Run 1, nets reached from selected ports:
(3 px per um)
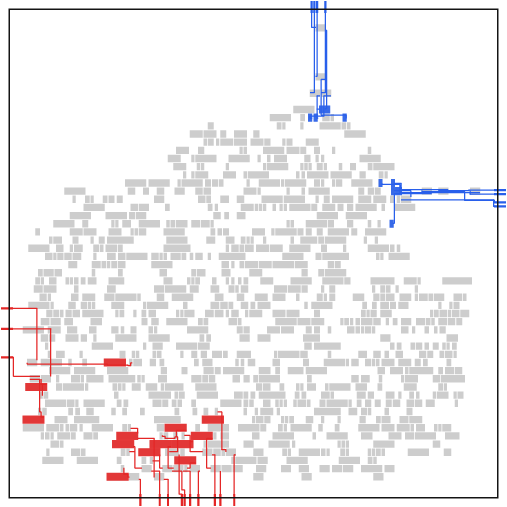
Run 1, routed clock nets over the placement:
(3 px per um)
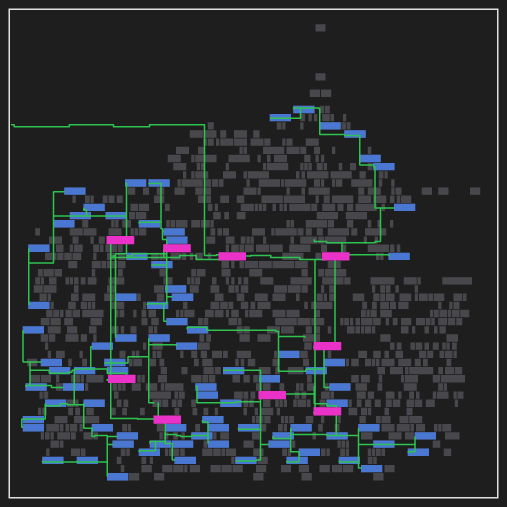
Run 1, logic cells by family:
(2 px per um)
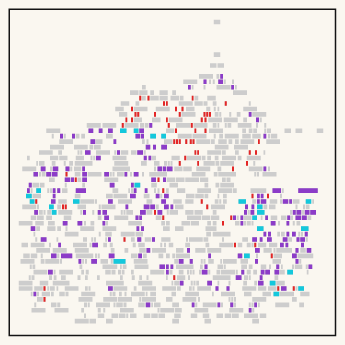
File: config.mk
export PLATFORM = sky130hd
export DESIGN_NAME = quant_table_loader_flat
export DESIGN_NICKNAME = d
export VERILOG_FILES = /design/src/rtl/quant_ctrl_pkg.sv /design/src/rtl/quant_table_loader_if.sv /design/src/rtl/quant_recip_div.sv /design/src/rtl/quant_table_loader.sv /design/src/flat_wrapper.sv
export SDC_FILE = /design/constraint.sdc
export NUM_CORES = 1
export LEC_CHECK = 0
export CORE_MARGIN = 4
export CORE_UTILIZATION = 30
export CTS_CLUSTER_SIZE = 20
export DETAILED_ROUTE_END_ITERATION = 10
export GPL_TIMING_DRIVEN = 1
export PLACE_DENSITY = 0.52
export SLEW_MARGIN = 25
export SYNTH_ARGS = -nofsm -noshare
export SYNTH_HDL_FRONTEND = slang
export SYNTH_SLANG_ARGS = --single-unit
File: constraint.sdc
create_clock -name clk -period 9.45 [get_ports clk]
set_input_delay 1.89 -clock clk [delete_from_list [all_inputs] [get_ports clk]]
set_output_delay 1.89 -clock clk [all_outputs]
set_load 0.02 [all_outputs]
File: src/rtl/quant_ctrl_pkg.sv
// rtl/quant_ctrl_pkg.sv - shared constants, base tables and FSM states for the quant table loader
//
// Purpose: base JPEG luma/chroma quantizer tables (quantizer read order,
// row-major 8x8), loader FSM state enum, arithmetic constants and small
// helper functions used by quant_table_loader and quant_recip_div.
// Ports: none (package).
package quant_ctrl_pkg;

    localparam int DIV_W      = 17;
    localparam int RECIP_NUM  = 65536;
    localparam int ROUND_BIAS = 50;
    localparam int SCALE_DIV  = 100;
    localparam int N_ENTRIES  = 128;

    typedef enum logic [2:0] {
        IDLE,
        FETCH,
        DIV1,
        CLAMP,
        DIV2,
        WRITE,
        DONE
    } qtl_state_e;

    localparam logic [7:0] LUMA_BASE [64] = '{
        8'd16, 8'd11, 8'd10, 8'd16, 8'd24,  8'd40,  8'd51,  8'd61,
        8'd12, 8'd12, 8'd14, 8'd19, 8'd26,  8'd58,  8'd60,  8'd55,
        8'd14, 8'd13, 8'd16, 8'd24, 8'd40,  8'd57,  8'd69,  8'd56,
        8'd14, 8'd17, 8'd22, 8'd29, 8'd51,  8'd87,  8'd80,  8'd62,
        8'd18, 8'd22, 8'd37, 8'd56, 8'd68,  8'd109, 8'd103, 8'd77,
        8'd24, 8'd35, 8'd55, 8'd64, 8'd81,  8'd104, 8'd113, 8'd92,
        8'd49, 8'd64, 8'd78, 8'd87, 8'd103, 8'd121, 8'd120, 8'd101,
        8'd72, 8'd92, 8'd95, 8'd98, 8'd112, 8'd100, 8'd103, 8'd99
    };

    localparam logic [7:0] CHROMA_BASE [64] = '{
        8'd17, 8'd18, 8'd24, 8'd47, 8'd99, 8'd99, 8'd99, 8'd99,
        8'd18, 8'd21, 8'd26, 8'd66, 8'd99, 8'd99, 8'd99, 8'd99,
        8'd24, 8'd26, 8'd56, 8'd99, 8'd99, 8'd99, 8'd99, 8'd99,
        8'd47, 8'd66, 8'd99, 8'd99, 8'd99, 8'd99, 8'd99, 8'd99,
        8'd99, 8'd99, 8'd99, 8'd99, 8'd99, 8'd99, 8'd99, 8'd99,
        8'd99, 8'd99, 8'd99, 8'd99, 8'd99, 8'd99, 8'd99, 8'd99,
        8'd99, 8'd99, 8'd99, 8'd99, 8'd99, 8'd99, 8'd99, 8'd99,
        8'd99, 8'd99, 8'd99, 8'd99, 8'd99, 8'd99, 8'd99, 8'd99
    };

    function automatic logic [7:0] base_q(input logic chroma, input logic [5:0] idx);
        return chroma ? CHROMA_BASE[idx] : LUMA_BASE[idx];
    endfunction

    // Scaled quantizer step must stay a legal nonzero 8-bit divisor.
    function automatic logic [7:0] clamp_q(input logic [DIV_W-1:0] quo);
        if (quo == '0) begin
            return 8'd1;
        end else if (quo > DIV_W'(255)) begin
            return 8'd255;
        end else begin
            return quo[7:0];
        end
    endfunction

endpackage

File: src/rtl/quant_table_loader_if.sv
// rtl/quant_table_loader_if.sv - host control and table RAM write bundle for the quant table loader
//
// Signals: start/qscale/frame_start (host -> loader), busy/done/pending
// (status), wr_en/wr_addr/wr_data (table RAM write port), bank_sel (active
// bank read by the quantizer).
// Modports: master = loader side, slave = host/RAM/quantizer side.
interface quant_table_loader_if #(
    parameter int M_BITS = 13,
    parameter int QS_W   = 8
);
    logic              start;
    logic [QS_W-1:0]   qscale;
    logic              frame_start;
    logic              busy;
    logic              done;
    logic              pending;
    logic              wr_en;
    logic [7:0]        wr_addr;
    logic [M_BITS-1:0] wr_data;
    logic              bank_sel;

    modport master (
        input  start, qscale, frame_start,
        output busy, done, pending, wr_en, wr_addr, wr_data, bank_sel
    );

    modport slave (
        output start, qscale, frame_start,
        input  busy, done, pending, wr_en, wr_addr, wr_data, bank_sel
    );
endinterface

File: src/rtl/quant_recip_div.sv
// rtl/quant_recip_div.sv - 17-bit by 8-bit restoring divider, one quotient bit per cycle
//
// Ports: clk, reset (sync, active-high); start_i loads dividend_i/divisor_i
// and performs the first step in the same cycle; quotient_o is final and
// valid_o pulses exactly 17 cycles after start_i. The quotient holds until
// the next start. divisor_i must be nonzero.
module quant_recip_div
    import quant_ctrl_pkg::*;
(
    input  logic             clk,
    input  logic             reset,
    input  logic             start_i,
    input  logic [DIV_W-1:0] dividend_i,
    input  logic [7:0]       divisor_i,
    output logic [DIV_W-1:0] quotient_o,
    output logic             valid_o
);

    logic [7:0]       rem_q, rem_d;
    logic [DIV_W-1:0] quo_q, quo_d;
    logic [7:0]       dvs_q;
    logic [4:0]       cnt_q;
    logic             valid_q;

    logic [7:0]       rem_in;
    logic [DIV_W-1:0] quo_in;
    logic [7:0]       dvs;
    logic [8:0]       trial;
    logic             qbit;

    // The start cycle already does one step so that 17 steps finish 17 cycles later.
    always_comb begin
        rem_in = start_i ? 8'd0 : rem_q;
        quo_in = start_i ? dividend_i : quo_q;
        dvs    = start_i ? divisor_i : dvs_q;
        trial  = {rem_in, quo_in[DIV_W-1]};
        qbit   = 1'b0;
        rem_d  = trial[7:0];
        if (trial >= {1'b0, dvs}) begin
            qbit  = 1'b1;
            rem_d = 8'(trial - {1'b0, dvs});
        end
        quo_d = {quo_in[DIV_W-2:0], qbit};
    end

    always_ff @(posedge clk) begin
        if (reset) begin
            rem_q   <= '0;
            quo_q   <= '0;
            dvs_q   <= '0;
            cnt_q   <= '0;
            valid_q <= 1'b0;
        end else begin
            valid_q <= 1'b0;
            if (start_i) begin
                rem_q <= rem_d;
                quo_q <= quo_d;
                dvs_q <= divisor_i;
                cnt_q <= 5'(DIV_W - 1);
            end else if (cnt_q != 5'd0) begin
                rem_q <= rem_d;
                quo_q <= quo_d;
                cnt_q <= cnt_q - 5'd1;
                if (cnt_q == 5'd1) begin
                    valid_q <= 1'b1;
                end
            end
        end
    end

    assign quotient_o = quo_q;
    assign valid_o    = valid_q;

endmodule

File: src/rtl/quant_table_loader.sv
// rtl/quant_table_loader.sv - computes reciprocal quant tables from qscale and loads the shadow bank
//
// Ports: clk, reset (sync, active-high); bus (quant_table_loader_if.master):
//   start/qscale  - load request, qscale latched on acceptance (0 treated as 1)
//   frame_start   - frame boundary; the only point where banks swap
//   busy/done     - load in progress / one-cycle completion pulse
//   pending       - shadow bank holds a finished load not yet swapped in
//   wr_en/wr_addr/wr_data - table RAM write: {shadow bank, chroma, idx}, factor
//   bank_sel      - active bank read by the quantizer
// Each entry: Q = clamp((Qb*qs+50)/100, 1, 255), factor = min((65536+Q/2)/Q, 2^M_BITS-1).
module quant_table_loader
    import quant_ctrl_pkg::*;
#(
    parameter int M_BITS = 13,
    parameter int QS_W   = 8
) (
    input  logic                 clk,
    input  logic                 reset,
    quant_table_loader_if.master bus
);

    localparam int MAX_F = (1 << M_BITS) - 1;

    qtl_state_e        state_q;
    logic [6:0]        k_q;
    logic [QS_W-1:0]   qs_q;
    logic              busy_q;
    logic              done_q;
    logic              pending_q;
    logic              wr_en_q;
    logic [7:0]        wr_addr_q;
    logic [M_BITS-1:0] wr_data_q;
    logic              bank_sel_q;

    logic              div_start;
    logic [DIV_W-1:0]  div_dividend;
    logic [7:0]        div_divisor;
    logic [DIV_W-1:0]  div_quo;
    logic              div_valid;

    logic [7:0]        qb;
    logic [7:0]        q_clamped;
    logic [DIV_W-1:0]  num1;
    logic [DIV_W-1:0]  num2;
    logic [M_BITS-1:0] factor;
    logic              swap;

    // One divider serves both divisions: scaling in FETCH, reciprocal in CLAMP.
    always_comb begin
        qb           = base_q(k_q[6], k_q[5:0]);
        num1         = DIV_W'(qb) * DIV_W'(qs_q) + DIV_W'(ROUND_BIAS);
        q_clamped    = clamp_q(div_quo);
        num2         = DIV_W'(RECIP_NUM) + DIV_W'(q_clamped >> 1);
        div_start    = (state_q == FETCH) || (state_q == CLAMP);
        div_dividend = (state_q == CLAMP) ? num2 : num1;
        div_divisor  = (state_q == CLAMP) ? q_clamped : 8'(SCALE_DIV);
        factor       = (div_quo > DIV_W'(MAX_F)) ? M_BITS'(MAX_F) : div_quo[M_BITS-1:0];
        // pending only rises the cycle after done, so a frame_start
        // coinciding with done cannot swap in the fresh tables.
        swap         = bus.frame_start && pending_q && !busy_q;
    end

    quant_recip_div u_div (
        .clk        (clk),
        .reset      (reset),
        .start_i    (div_start),
        .dividend_i (div_dividend),
        .divisor_i  (div_divisor),
        .quotient_o (div_quo),
        .valid_o    (div_valid)
    );

    always_ff @(posedge clk) begin
        if (reset) begin
            state_q    <= IDLE;
            k_q        <= '0;
            qs_q       <= '0;
            busy_q     <= 1'b0;
            done_q     <= 1'b0;
            pending_q  <= 1'b0;
            wr_en_q    <= 1'b0;
            wr_addr_q  <= '0;
            wr_data_q  <= '0;
            bank_sel_q <= 1'b0;
        end else begin
            done_q  <= 1'b0;
            wr_en_q <= 1'b0;

            // Swap is evaluated before the FSM so a simultaneous start
            // loads the bank that has just become the shadow.
            if (swap) begin
                bank_sel_q <= ~bank_sel_q;
                pending_q  <= 1'b0;
            end

            case (state_q)
                IDLE: begin
                    if (bus.start) begin
                        qs_q      <= (bus.qscale == '0) ? QS_W'(1) : bus.qscale;
                        pending_q <= 1'b0;
                        busy_q    <= 1'b1;
                        k_q       <= '0;
                        state_q   <= FETCH;
                    end
                end
                FETCH: begin
                    state_q <= DIV1;
                end
                DIV1: begin
                    if (div_valid) begin
                        state_q <= CLAMP;
                    end
                end
                CLAMP: begin
                    state_q <= DIV2;
                end
                DIV2: begin
                    // Write strobe is registered so it is high during WRITE.
                    if (div_valid) begin
                        wr_en_q   <= 1'b1;
                        wr_addr_q <= {~bank_sel_q, k_q};
                        wr_data_q <= factor;
                        state_q   <= WRITE;
                    end
                end
                WRITE: begin
                    if (k_q == 7'(N_ENTRIES - 1)) begin
                        done_q  <= 1'b1;
                        busy_q  <= 1'b0;
                        state_q <= DONE;
                    end else begin
                        k_q     <= k_q + 7'd1;
                        state_q <= FETCH;
                    end
                end
                DONE: begin
                    pending_q <= 1'b1;
                    state_q   <= IDLE;
                end
                default: begin
                    state_q <= IDLE;
                end
            endcase
        end
    end

    assign bus.busy     = busy_q;
    assign bus.done     = done_q;
    assign bus.pending  = pending_q;
    assign bus.wr_en    = wr_en_q;
    assign bus.wr_addr  = wr_addr_q;
    assign bus.wr_data  = wr_data_q;
    assign bus.bank_sel = bank_sel_q;

endmodule
File: src/flat_wrapper.sv
// flat-port wrapper written by rule: the top's interface ports become plain ports
module quant_table_loader_flat import quant_ctrl_pkg::*;
#(
    parameter int M_BITS = 13,
    parameter int QS_W   = 8
)
  (clk, reset, bus_start, bus_qscale, bus_frame_start, bus_busy, bus_done, bus_pending, bus_wr_en, bus_wr_addr, bus_wr_data, bus_bank_sel);
  quant_table_loader_if #(.M_BITS(M_BITS), .QS_W(QS_W)) bus_i ();
  input  logic clk;
  input  logic reset;
  input wire logic [$bits(bus_i.start)-1:0] bus_start;
  input wire logic [$bits(bus_i.qscale)-1:0] bus_qscale;
  input wire logic [$bits(bus_i.frame_start)-1:0] bus_frame_start;
  output wire logic [$bits(bus_i.busy)-1:0] bus_busy;
  output wire logic [$bits(bus_i.done)-1:0] bus_done;
  output wire logic [$bits(bus_i.pending)-1:0] bus_pending;
  output wire logic [$bits(bus_i.wr_en)-1:0] bus_wr_en;
  output wire logic [$bits(bus_i.wr_addr)-1:0] bus_wr_addr;
  output wire logic [$bits(bus_i.wr_data)-1:0] bus_wr_data;
  output wire logic [$bits(bus_i.bank_sel)-1:0] bus_bank_sel;
  assign bus_i.start = bus_start;
  assign bus_i.qscale = bus_qscale;
  assign bus_i.frame_start = bus_frame_start;
  assign bus_busy = bus_i.busy;
  assign bus_done = bus_i.done;
  assign bus_pending = bus_i.pending;
  assign bus_wr_en = bus_i.wr_en;
  assign bus_wr_addr = bus_i.wr_addr;
  assign bus_wr_data = bus_i.wr_data;
  assign bus_bank_sel = bus_i.bank_sel;
  quant_table_loader #(.M_BITS(M_BITS), .QS_W(QS_W)) u_core (.clk(clk), .reset(reset), .bus(bus_i));
endmodule
==> results.json, run 1 <==
{
  "track_usage_pct": 14.36,
  "sh_seq_area_pct": 20.71,
  "status": "completed",
  "yosys-stat-cells": 866,
  "compound_area_share_pct": 19.34,
  "top_power_group": "combinational logic",
  "largestClassByArea": "logic gates",
  "netlist_area_mm2": 0.007149,
  "busiest_layer": "met2",
  "crit_end": "u_core.u_div.rem_q[1]",
  "yosys-top-cells-area": "dfxtp_1 23%, ha_1 11%, fa_1 9.5%, nor2_1 5.1%, nand2_1 3.9%",
  "internal_power_uw": 850.2,
  "reg2reg_from": "u_core.k_q[0]",
  "pwr-share-clk_pct": 25.0,
  "h-tree-depth": 3,
  "grt_max_degree": 53,
  "switchingPower_uw": 601.4,
  "critPathTopFamily": "adder cells",
  "grt_pass1_vias": 5878,
  "slew-limit-headroom_pct": 34.45,
  "mostFrequentLayoutCells": "97 x nor2_1, 83 x dfxtp_1, 75 x nand2_1",
  "synth_top_area_share_pct": 23.24,
  "ys_ff": 83,
  "coreArea_mm2": 0.02347,
  "mux_share_pct": 4.585,
  "min_to": "u_core.bus.wr_addr[1]",
  "mi_logic_area_mm2": 0.004960,
  "n_all_buffers": 48,
  "antenna_found_initial": 0,
  "synth-edff-count": 0,
  "drt_iter0_markers": 409,
  "power_mw": 1.452,
  "post_cts_resized": 0,
  "areaGrowthSynthToFinish_pct": 12.23,
  "num_rows": 56,
  "nets": 982,
  "finClkSkew_ns": 0.01025,
  "synthAdderAreaFrac_pct": 20.02,
  "most_common_cell": "nor2_1",
  "cts_buffers": 9,
  "seqPwrFrac_pct": 32.3,
  "worst-path-max-fanout": 13,
  "tns_ns": 0,
  "design_area_mm2": 0.008024,
  "warnings": 37,
  "gp_congestion": 0.8689,
  "largest_reg_flops": 17,
  "grt.met1_usage_pct": 20.21,
  "maxCapViolations": 0,
  "hold_viol_final": 0,
  "startpoint": "u_core.k_q[0]",
  "n_fill_cell": 2487,
  "root_buffer": "clkbuf_16",
  "path_depth": 27,
  "arrival_ns": 8.58,
  "critPathKind": "flip-flop to flip-flop",
  "met3_wirelength_um": 460,
  "synth_area_leader_cell": "dfxtp_1",
  "ir_drop_uv": 118.0,
  "via_per_inst": 5.002,
  "combPwrFrac_pct": 42.7,
  "top_layer_used": "met4",
  "hp-start": "u_core.bus.wr_addr[1]",
  "p_comb_uw": 619,
  "cpPeakStageDelay_ns": 0.63,
  "drv_slew": 0,
  "antenna_left": 0,
  "ys_types": 86,
  "wl_per_cell_um": 15.44,
  "synth.avg_cell_area_um2": 8.256,
  "crit_path_start_kind": "flip-flop",
  "hpwl_um": 13600,
  "yosysWarnings": 0,
  "yosys_area_mm2": 0.007149,
  "clockNetworkPower_uw": 363,
  "clkbuf_count": 9,
  "top_cells_by_count": "97 x nor2_1, 83 x dfxtp_1, 75 x nand2_1",
  "num_vias": 6002,
  "route.layer.met1.wl_um": 9246,
  "met2_usage_pct": 23.29,
  "cts_sinks": 83,
  "yosys.stat.seqShare_pct": 23.24,
  "rrSetupSlack_ns": 1.14,
  "seq-power_uw": 469,
  "hold_class": "flip-flop to flip-flop",
  "grt-ovfl-total": 0,
  "swShare_pct": 41.43,
  "holdPathStages": 2,
  "drive_gt1_share_pct": 7.832,
  "fp_nets": 972,
  "worst_pin_slew_ns": 0.9819,
  "dp_cells": 1184,
  "slowest_stage": "dfxtp_1",
  "cp_num_buf_inv": 4,
  "worst_slack_ns": 1.144,
  "xor_share_pct": 2.450,
  "cp.required_ns": 9.72,
  "setup_viol": 0,
  "wirelength_um": 18530,
  "initCoreUtil_pct": 30.46,
  "reg2regPathDepth": 27,
  "cts_max_path_buffers": 2,
  "clkTransAtPathRegs_ns": 0.08,
  "flop_area_mm2": 0.001662,
  "place_area_mm2": 0.007720,
  "die_h_um": 162.4,
  "r2r_end": "u_core.u_div.rem_q[1]",
  "clk_latency_ns": 0.36,
  "topCombFamilyByArea": "simple AND/OR/NAND/NOR gates",
  "comb_cells": 667,
  "use_met3_pct": 2.202,
  "cp_common_cell": "fa_1",
  "power.density_mw_per_mm2": 180.9,
  "ff_type": "dfxtp_1",
  "taps": 319,
  "clk_share_pct": 3.789,
  "dr_wl_met2_um": 8548,
  "place_ws_ns": 1.209,
  "min_period_ns": 8.306,
  "postCtsSetupBuffers": 0,
  "rsz0062_at_grt": "no",
  "grt_pass1_wl_um": 31040,
  "flops": 83,
  "synth_cells": 866,
  "synthSimpleGateAreaFrac_pct": 22.89,
  "drt_pass1_iterations": 5,
  "drt_drc_violations_left": 0,
  "inverters": 67,
  "end_kind": "flip-flop",
  "hold_slack_ns": 0.4567,
  "cts_tree": "done",
  "cts_hold_buf": 0,
  "chip_area_mm2": 0.02637,
  "die_width_um": 162.4,
  "leakagePower_nw": 3.260,
  "num_antenna_cells": 0,
  "bufAreaShareNonClock_pct": 5.582,
  "async_flop_share_pct": 0,
  "fin_util_pct": 34.18
}
Back to the opening pictures, 'nets reached from selected ports':
| color | port | bits | direction | edge | end cells | buffers | wire |
|---|---|---|---|---|---|---|---|
| blue | bus_qscale | 8 | input | 4 top, 4 right | 10 | 8 | 338 um |
| red | bus_wr_data | 13 | output | 10 bottom, 3 left | 13 | 13 | 363 um |
input/output buffers: 37
I/O pins: 38

Back to the opening pictures, 'routed clock nets over the placement':
[magenta] clock drivers | count: 9
[green] clock wires | length: 1350 um
[blue] flip-flops | count: 83
routed clock nets: 10

Back to the opening pictures, 'logic cells by family':
| color | family | cells | most used |
|---|---|---|---|
| red | inverters | 67 | inv_1 |
| purple | inverting AOI/OAI gates | 176 | a21oi_1 |
| cyan | AND-OR and OR-AND gates | 24 | o21a_1 |
combinational share of cell area: 61.81%
Commonest Layout Cell: nor2_1
Non-Filler Instances: 1200

Run 1, routing congestion:
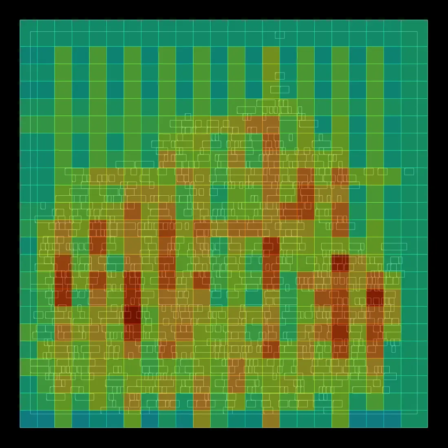

--- run 2 (diff from run 1) ---
--- a/config.mk
+++ b/config.mk
@@ -6,11 +6,12 @@
 export NUM_CORES = 1
 export LEC_CHECK = 0
 export CORE_MARGIN = 4
-export CORE_UTILIZATION = 30
+export CORE_UTILIZATION = 60
+export CTS_CLUSTER_DIAMETER = 200
 export CTS_CLUSTER_SIZE = 20
 export DETAILED_ROUTE_END_ITERATION = 10
 export GPL_TIMING_DRIVEN = 1
-export PLACE_DENSITY = 0.52
+export PLACE_DENSITY = 0.86
 export SLEW_MARGIN = 25
 export SYNTH_ARGS = -nofsm -noshare
 export SYNTH_HDL_FRONTEND = slang
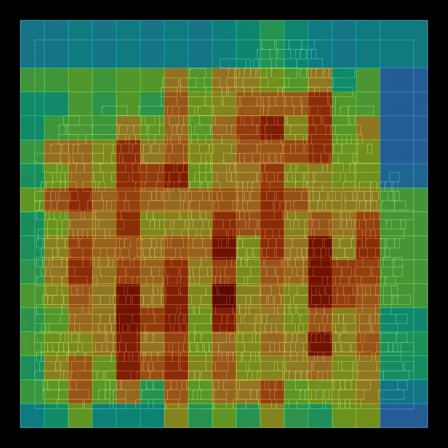
Run 2: routing congestion
met1 GRT Util: 34.93%
GR peak layer: met2
routing usage on met3: 4.679%
fin util: 67.40%
Tot GR Track Use: 27.46%

==> results.json, run 2 <==
{
  "n_all_buffers": 44,
  "cts_sinks": 83,
  "antenna_found_initial": 0,
  "route.layer.met1.wl_um": 7424,
  "fp_nets": 972,
  "netlist_area_mm2": 0.007149,
  "worst_pin_slew_ns": 1.024,
  "drt_drc_violations_left": 0,
  "port_buffers": 37,
  "wirelength_um": 17460,
  "initCoreUtil_pct": 61.82,
  "ys_ff": 83,
  "cp_num_buf_inv": 4,
  "flop_area_mm2": 0.001662,
  "flops": 83,
  "ys_types": 86,
  "min_period_ns": 8.529,
  "path_depth": 27,
  "ir_drop_uv": 297.2,
  "top_layer_used": "met4",
  "taps": 143,
  "startpoint": "u_core.k_q[1]",
  "num_rows": 39,
  "lay_top_count": "nor2_1",
  "mux_share_pct": 4.585,
  "die_h_um": 117.2,
  "root_buffer": "clkbuf_16",
  "topCombFamilyByArea": "simple AND/OR/NAND/NOR gates",
  "yosys-top-cells-area": "dfxtp_1 23%, ha_1 11%, fa_1 9.5%, nor2_1 5.1%, nand2_1 3.9%",
  "seq-power_uw": 468,
  "place_ws_ns": 1.085,
  "hold_class": "flip-flop to flip-flop",
  "drt_pass1_iterations": 5,
  "sh_seq_area_pct": 21.32,
  "holdPathStages": 2,
  "crit_end": "u_core.u_div.rem_q[1]",
  "warnings": 37,
  "areaGrowthSynthToFinish_pct": 9.031,
  "clk_share_pct": 4.061,
  "cpPeakStageDelay_ns": 0.75,
  "gp_congestion": 0.9509,
  "ff_type": "dfxtp_1",
  "cts_buffers": 9,
  "crit_path_start_kind": "flip-flop",
  "largestClassByArea": "logic gates",
  "grt-ovfl-total": 0,
  "postCtsSetupBuffers": 0,
  "nets": 978,
  "maxCapViolations": 0,
  "post_cts_resized": 0,
  "r2r_end": "u_core.u_div.rem_q[1]",
  "hpwl_um": 12570,
  "mi_logic_area_mm2": 0.004969,
  "status": "completed",
  "synthAdderAreaFrac_pct": 20.02,
  "yosys.stat.seqShare_pct": 23.24,
  "rsz0062_at_grt": "no",
  "comb_cells": 667,
  "num_antenna_cells": 0,
  "largest_reg_flops": 17,
  "mostFrequentLayoutCells": "97 x nor2_1, 83 x dfxtp_1, 75 x nand2_1",
  "clkbuf_count": 10,
  "hp-start": "u_core.bus.wr_addr[3]",
  "comb_share_pct": 63.74,
  "rrSetupSlack_ns": 0.92,
  "p_comb_uw": 624,
  "grt_max_degree": 76,
  "grt_pass1_wl_um": 30220,
  "h-tree-depth": 3,
  "critPathKind": "flip-flop to flip-flop",
  "met3_wirelength_um": 861,
  "finClkSkew_ns": 0.007732,
  "min_to": "u_core.bus.wr_addr[3]",
  "dp_cells": 1004,
  "synth_top_area_share_pct": 23.24,
  "coreArea_mm2": 0.01156,
  "swShare_pct": 40.34,
  "arrival_ns": 8.80,
  "cts_tree": "done",
  "yosysWarnings": 0,
  "synth_area_leader_cell": "dfxtp_1",
  "top_power_group": "combinational logic",
  "bufAreaShareNonClock_pct": 5.361,
  "dr_wl_met2_um": 8683,
  "top_cells_by_count": "97 x nor2_1, 83 x dfxtp_1, 75 x nand2_1",
  "xor_share_pct": 2.450,
  "drive_gt1_share_pct": 7.412,
  "design_area_mm2": 0.007795,
  "via_per_inst": 6.117,
  "reg2regPathDepth": 27,
  "clk_latency_ns": 0.36,
  "synth-edff-count": 0,
  "die_width_um": 117.2,
  "reg2reg_from": "u_core.k_q[1]",
  "io_pins": 38,
  "yosys_area_mm2": 0.007149,
  "slew-limit-headroom_pct": 31.63,
  "switchingPower_uw": 594.7,
  "wl_per_cell_um": 17.12,
  "power.density_mw_per_mm2": 189.1,
  "n_fill_cell": 913,
  "antenna_left": 0,
  "power_mw": 1.474,
  "worst-path-max-fanout": 19,
  "async_flop_share_pct": 0,
  "clockNetworkPower_uw": 382,
  "most_common_cell": "nor2_1",
  "chip_area_mm2": 0.01373,
  "combPwrFrac_pct": 42.4,
  "pwr-share-clk_pct": 25.9,
  "drv_slew": 0,
  "cts_hold_buf": 0,
  "grt_pass1_vias": 6166,
  "synthSimpleGateAreaFrac_pct": 22.89,
  "inverters": 67,
  "internal_power_uw": 879.4,
  "slowest_stage": "dfxtp_1",
  "cp.required_ns": 9.72,
  "synth_cells": 866,
  "drt_iter0_markers": 527,
  "tns_ns": 0,
  "end_kind": "flip-flop",
  "place_area_mm2": 0.007470
}
--- run 3 (diff from run 2) ---
--- a/config.mk
+++ b/config.mk
@@ -7,7 +7,6 @@
 export LEC_CHECK = 0
 export CORE_MARGIN = 4
 export CORE_UTILIZATION = 60
-export CTS_CLUSTER_DIAMETER = 200
 export CTS_CLUSTER_SIZE = 20
 export DETAILED_ROUTE_END_ITERATION = 10
 export GPL_TIMING_DRIVEN = 1
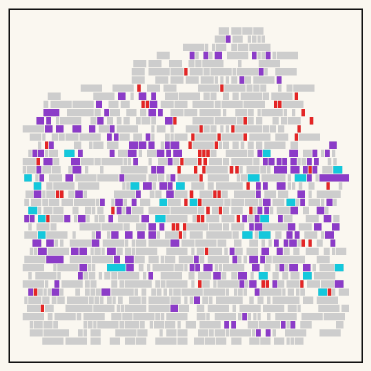
Run 3: logic cells by family
(3 px per um)
| color | family | cells | most used |
|---|---|---|---|
| red | inverters | 67 | inv_1 |
| purple | inverting AOI/OAI gates | 176 | a21oi_1 |
| cyan | AND-OR and OR-AND gates | 24 | o21a_1 |
Non-Filler Instances: 1020
combinational share of cell area: 63.74%

==> results.json, run 3 <==
{
  "via_per_inst": 6.117,
  "min_to": "u_core.bus.wr_addr[3]",
  "clockNetworkPower_uw": 382,
  "design_area_mm2": 0.007795,
  "wl_per_cell_um": 17.12,
  "rrSetupSlack_ns": 0.92,
  "hold_viol_final": 0,
  "antenna_left": 0,
  "arrival_ns": 8.80,
  "crit_path_start_kind": "flip-flop",
  "synth_area_leader_cell": "dfxtp_1",
  "internal_power_uw": 879.4,
  "lay_top_count": "nor2_1",
  "fp_nets": 972,
  "worst_slack_ns": 0.9206,
  "fin_util_pct": 67.40,
  "yosysWarnings": 0,
  "grt_pass1_vias": 6166,
  "drt_pass1_iterations": 5,
  "topCombFamilyByArea": "simple AND/OR/NAND/NOR gates",
  "areaGrowthSynthToFinish_pct": 9.031,
  "status": "completed",
  "cp.required_ns": 9.72,
  "reg2reg_from": "u_core.k_q[1]",
  "n_fill_cell": 913,
  "maxCapViolations": 0,
  "yosys-top-cells-area": "dfxtp_1 23%, ha_1 11%, fa_1 9.5%, nor2_1 5.1%, nand2_1 3.9%",
  "synthSimpleGateAreaFrac_pct": 22.89,
  "met2_usage_pct": 47.17,
  "busiest_layer": "met2",
  "drive_gt1_share_pct": 7.412,
  "slowest_stage": "dfxtp_1",
  "min_period_ns": 8.529,
  "inverters": 67,
  "compound_area_share_pct": 19.34,
  "yosys-stat-cells": 866,
  "ir_drop_uv": 297.2,
  "coreArea_mm2": 0.01156,
  "port_buffers": 37,
  "ys_types": 86,
  "drv_slew": 0,
  "hold_class": "flip-flop to flip-flop",
  "bufAreaShareNonClock_pct": 5.361,
  "clk_share_pct": 4.061,
  "p_comb_uw": 624,
  "cts_sinks": 83,
  "flop_area_mm2": 0.001662,
  "taps": 143,
  "chip_area_mm2": 0.01373,
  "hp-start": "u_core.bus.wr_addr[3]",
  "r2r_end": "u_core.u_div.rem_q[1]",
  "grt.met1_usage_pct": 34.93,
  "yosys_area_mm2": 0.007149,
  "reg2regPathDepth": 27,
  "grt_pass1_wl_um": 30220,
  "ys_ff": 83,
  "drt_drc_violations_left": 0,
  "drt_iter0_markers": 527,
  "met3_wirelength_um": 861,
  "comb_cells": 667,
  "dp_cells": 1004,
  "top_cells_by_count": "97 x nor2_1, 83 x dfxtp_1, 75 x nand2_1",
  "sh_seq_area_pct": 21.32,
  "mi_logic_area_mm2": 0.004969,
  "power_mw": 1.474,
  "grt_max_degree": 76,
  "use_met3_pct": 4.679,
  "top_layer_used": "met4",
  "cpPeakStageDelay_ns": 0.75,
  "wirelength_um": 17460,
  "cts_hold_buf": 0,
  "root_buffer": "clkbuf_16",
  "grt-ovfl-total": 0,
  "antenna_found_initial": 0,
  "warnings": 37,
  "combPwrFrac_pct": 42.4,
  "synth_top_area_share_pct": 23.24,
  "hpwl_um": 12570,
  "cts_buffers": 9,
  "critPathKind": "flip-flop to flip-flop",
  "leakagePower_nw": 3.250,
  "startpoint": "u_core.k_q[1]",
  "power.density_mw_per_mm2": 189.1,
  "place_area_mm2": 0.007470,
  "pwr-share-clk_pct": 25.9,
  "seqPwrFrac_pct": 31.7,
  "most_common_cell": "nor2_1",
  "yosys.stat.seqShare_pct": 23.24,
  "setup_viol": 0,
  "die_h_um": 117.2,
  "synth.avg_cell_area_um2": 8.256,
  "track_usage_pct": 27.46,
  "worst_pin_slew_ns": 1.024,
  "top_power_group": "combinational logic",
  "die_width_um": 117.2,
  "flops": 83,
  "cp_num_buf_inv": 4,
  "seq-power_uw": 468,
  "ff_type": "dfxtp_1",
  "cts_max_path_buffers": 2,
  "num_rows": 39,
  "rsz0062_at_grt": "no",
  "clkbuf_count": 10,
  "xor_share_pct": 2.450,
  "io_pins": 38,
  "num_antenna_cells": 0,
  "cts_tree": "done",
  "mostFrequentLayoutCells": "97 x nor2_1, 83 x dfxtp_1, 75 x nand2_1",
  "clk_latency_ns": 0.36,
  "initCoreUtil_pct": 61.82,
  "largestClassByArea": "logic gates",
  "n_all_buffers": 44,
  "worst-path-max-fanout": 19,
  "clkTransAtPathRegs_ns": 0.07,
  "largest_reg_flops": 17,
  "switchingPower_uw": 594.7,
  "postCtsSetupBuffers": 0,
  "post_cts_resized": 0,
  "mux_share_pct": 4.585,
  "hold_slack_ns": 0.4601
}
Power and IR drop assume default switching activity.
